==> config.mk <==
export PLATFORM = sky130hd
export DESIGN_NAME = mem_stage
export DESIGN_NICKNAME = d
export VERILOG_FILES = /design/src/rtl/mem_stage.sv
export SDC_FILE = /design/constraint.sdc
export NUM_CORES = 1
export LEC_CHECK = 0
export CORE_MARGIN = 10
export CORE_UTILIZATION = 43
export CTS_CLUSTER_DIAMETER = 150
export DETAILED_ROUTE_END_ITERATION = 8
export GPL_TIMING_DRIVEN = 0
export HOLD_SLACK_MARGIN = 0.06
export PLACE_DENSITY = 0.81
export SKIP_CTS_REPAIR_TIMING = 1
export SYNTH_ARGS = -nofsm -noshare
export SYNTH_HDL_FRONTEND = slang
export SYNTH_SLANG_ARGS = --single-unit
==> constraint.sdc <==
create_clock -name clk -period 1.8 [get_ports clk]
set_clock_uncertainty 0.05 [all_clocks]
set_input_delay 0.36 -clock clk [delete_from_list [all_inputs] [get_ports clk]]
set_output_delay 0.36 -clock clk [all_outputs]
set_load 0.05 [all_outputs]
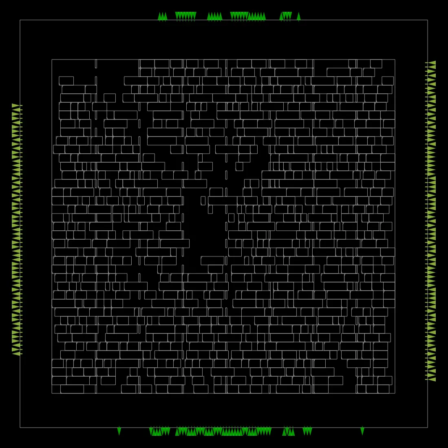
Figure 1: run 1, placement view.
num sequential: 110
flop share of the area: 27.4%
row count: 39

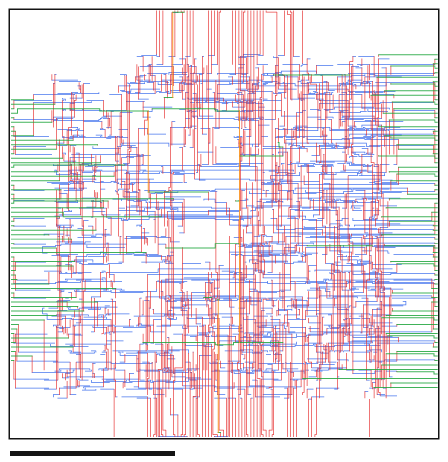
Figure 2: run 1, metal layers overlaid.
Bar = 50 um.
M1: marked blue, wire length 6960 um. M2: marked red, wire length 7900 um. M3: marked green, wire length 1730 um. M4: marked orange, wire length 161 um.
GRT Util Overall: 19.0%
WL/cell: 19.4 um

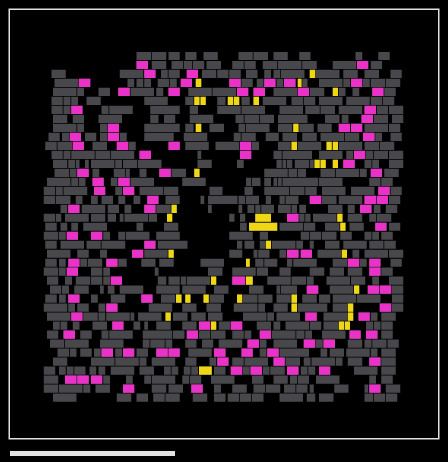
Figure 3: run 1, gate families picked out.
Bar = 50 um.
mux cells: marked magenta, cells 105, most used mux2i_1, where widely spread. nor cells: marked yellow, cells 44, most used nor3_1.
non-filler instance count after layout: 864
combinational share of cell area: 33.1%
Top cell excl fill/tap: nand2b_1

==> results.sh <==
# yosys + openroad results
export IMPL_status="finished, violations left"
export IMPL_violations="negative setup slack"
export IMPL_diodes=0
export IMPL_fin_crit_ns=1.99
export IMPL_combPwrFrac_pct=20.9
export IMPL_synth_top_cell_area_share_pct=42.7
export IMPL_rsz0062_at_grt="yes"
export IMPL_placed_cells=848
export IMPL_min_path_type="reg2reg"
export IMPL_dp_hpwl_um=13000
export IMPL_synthTopCellsByCount="nand2b_1 (136), dfxtp_1 (110), mux2i_1 (104)"
export IMPL_synth_area_per_cell_um2=10.5
export IMPL_endpoint_kind="primary output"
export IMPL_io_pins=215
export IMPL_topCellsByArea="dfxtp_1 (43%), mux2i_1 (20%), nand2b_1 (16%)"
export IMPL_clk_latency_ns=0.35
export IMPL_cp_buffers_inverters=2
export IMPL_pwr_share_seq_pct=42.9
export IMPL_wirelength_um=16800
export IMPL_ys_sh_simple_pct=21.9
export IMPL_viasPerCell=5.02
export IMPL_worstPathArrival_ns=1.58
export IMPL_worst_pin_slew_ns=0.597
export IMPL_critPathKind="in2out"
export IMPL_grt_max_degree=18
export IMPL_r2r_slack_ns=0.20
export IMPL_p_sw_uw=1650
export IMPL_cts_buffers=9
export IMPL_antenna_found_initial=0
export IMPL_synthArstFlopShare_pct=0
export IMPL_grt_overflow_total=0
export IMPL_fin_area_um2=8040
export IMPL_warnings=27
export IMPL_antenna_left=0
export IMPL_die_width_um=130
export IMPL_route_detailed_drc=0
export IMPL_synth_cells=493
export IMPL_clockBufferDepth=2
export IMPL_ctsRootBufferMaster="clkbuf_16"
export IMPL_fin_ws_ns=-0.187
export IMPL_drv_slew=0
export IMPL_flop_cell="dfxtp_1"
export IMPL_setup_viol=1
export IMPL_netlist_area_um2=5160
export IMPL_relSlewSlack_pct=60.2
export IMPL_fmax_mhz=503
export IMPL_max_cap_viol_count=0
export IMPL_layout_drive_gt1_share_pct=11.4
export IMPL_top_logic_kind="simple AND/OR/NAND/NOR gates"
export IMPL_start_kind="input pin"
export IMPL_fp_dieH_um=130
export IMPL_setup_tns_ns=-0.187
export IMPL_cp_cell_sequence="clkdlybuf4s50_1 -> o211ai_1 -> nand2_1 -> clkbuf_4"
export IMPL_finalClockPeriodUsage_pct=110
export IMPL_finalHoldViolCount=0
export IMPL_synth_cell_type_count=25
export IMPL_placed_cell_area_um2=7450
export IMPL_grt_pass1_vias=4673
export IMPL_cts_sink_count=110
export IMPL_htreeDepth=3
export IMPL_path_max_fanout=6
export IMPL_num_vias=4335
export IMPL_dr_pass1_iters=4
export IMPL_holdWs_ns=0.420
export IMPL_clk_pin_slew_worst_paths_ns=0.07
export IMPL_core_area_um2=11600
export IMPL_drt_iter0_markers=160
export IMPL_adder_share_pct=0
export IMPL_dieArea_um2=16800
export IMPL_clkPwrFrac_pct=36.2
export IMPL_path_delay_family="buffers and inverters"
export IMPL_required_ns=1.39
export IMPL_yosys_area_top_type="dfxtp_1"
export IMPL_synth_top_cell_by_count="nand2b_1"
export IMPL_slowest_delay_ns=0.53
export IMPL_vdd_drop_max_mv=0.409
export IMPL_p_int_uw=4350
export IMPL_r2r_cells=7
export IMPL_ys_flops=110
export IMPL_dpl_worst_slack_ns=-0.863
export IMPL_synthToLayoutAreaGrowth_pct=56.0
export IMPL_leakage_uw=0.00451
export IMPL_cts_tree="built"
export IMPL_synthAoiAreaFrac_pct=9.12
export IMPL_fp_util_pct=44.6
export IMPL_ys_warn_count=0
run 1: layer usage:
metal	GRT usage (%)	up-vias	share of wire [%]	wire, um
met4	3.97	0	0.95	160
met1	21.6	2040	42	6960
met5	0	-	0	0
met3	9.67	11	10	1730
li1	-	2132	-	-
met2	31.6	152	47	7900
run 1: cells by family after synthesis:
logic type / count (synthesis)
and+or+nand+nor: 186
DFF: 110
muxes: 105
buffers and inverters: 47
AOI/OAI and AO/OA: 44
other: 1
run 1: worst register-to-register path: stages, from the launching register on:
cell and delay, ns:
dfxtp_2 0.32, buf_6 0.13, nor2b_4 0.14, o211a_1 0.15, buf_4 0.16, buf_6 0.18
buf_6 0.20, mux2i_1 0.21
run 1: power by group through the flow:
| stage | combinational (uW) | clock (uW) | sequential [uW] |
|---|---|---|---|
| after global placement | 1240 | 0 | 2630 |
| after floorplan | 413 | 0 | 2940 |
| after detailed placement | 1260 | 0 | 2630 |
| after global routing | 1330 | 2320 | 2580 |
| final | 1250 | 2170 | 2580 |
| after CTS | 1270 | 2210 | 2580 |
run 1: layout by cell type, fill, tap and decap left out:
cell type / count
nand2b_1: 136
dfxtp_1: 109
clkdlybuf4s50_1: 106
mux2i_1: 104
dlymetal6s2s_1: 104
nor3_1: 38
a211oi_2: 30
clkbuf_1: 16
buf_2: 12
buf_4: 11
buf_6: 9
clkbuf_16: 9
a211oi_1: 7
nand2_1: 3
a21oi_1: 3
clkinvlp_4: 3
nor2_1: 2
conb_1: 2
bufinv_16: 2
nor2_4: 1
nor2b_4: 1
o211ai_1: 1
nor4b_4: 1
and3_1: 1
or2_1: 1
o211a_1: 1
o21ai_0: 1
nor2b_1: 1
mux2_1: 1
nand4b_1: 1
o21ai_1: 1
clkbuf_8: 1
dfxtp_2: 1
clkbuf_4: 1
run 1: cell type report:
type / count / area [um2]
well taps: 143 / 179
plain buffers: 47 / 300
flip-flops and latches: 110 / 2200
fillers: 905 / 3520
multi-input cells: 337 / 2670
clock inverters: 5 / 82.6
repair buffers: 211 / 2370
clock buffers: 11 / 243
run 1: metrics by stage:
stage | util [%] | total power (uW)
floorplan | - | 3350
global placement | 64.4 | 3870
detailed placement | 64.4 | 3900
CTS | 67.3 | 6050
global route | 69.6 | 6240
finish | 69.6 | 6000
Power and IR drop assume default switching activity.
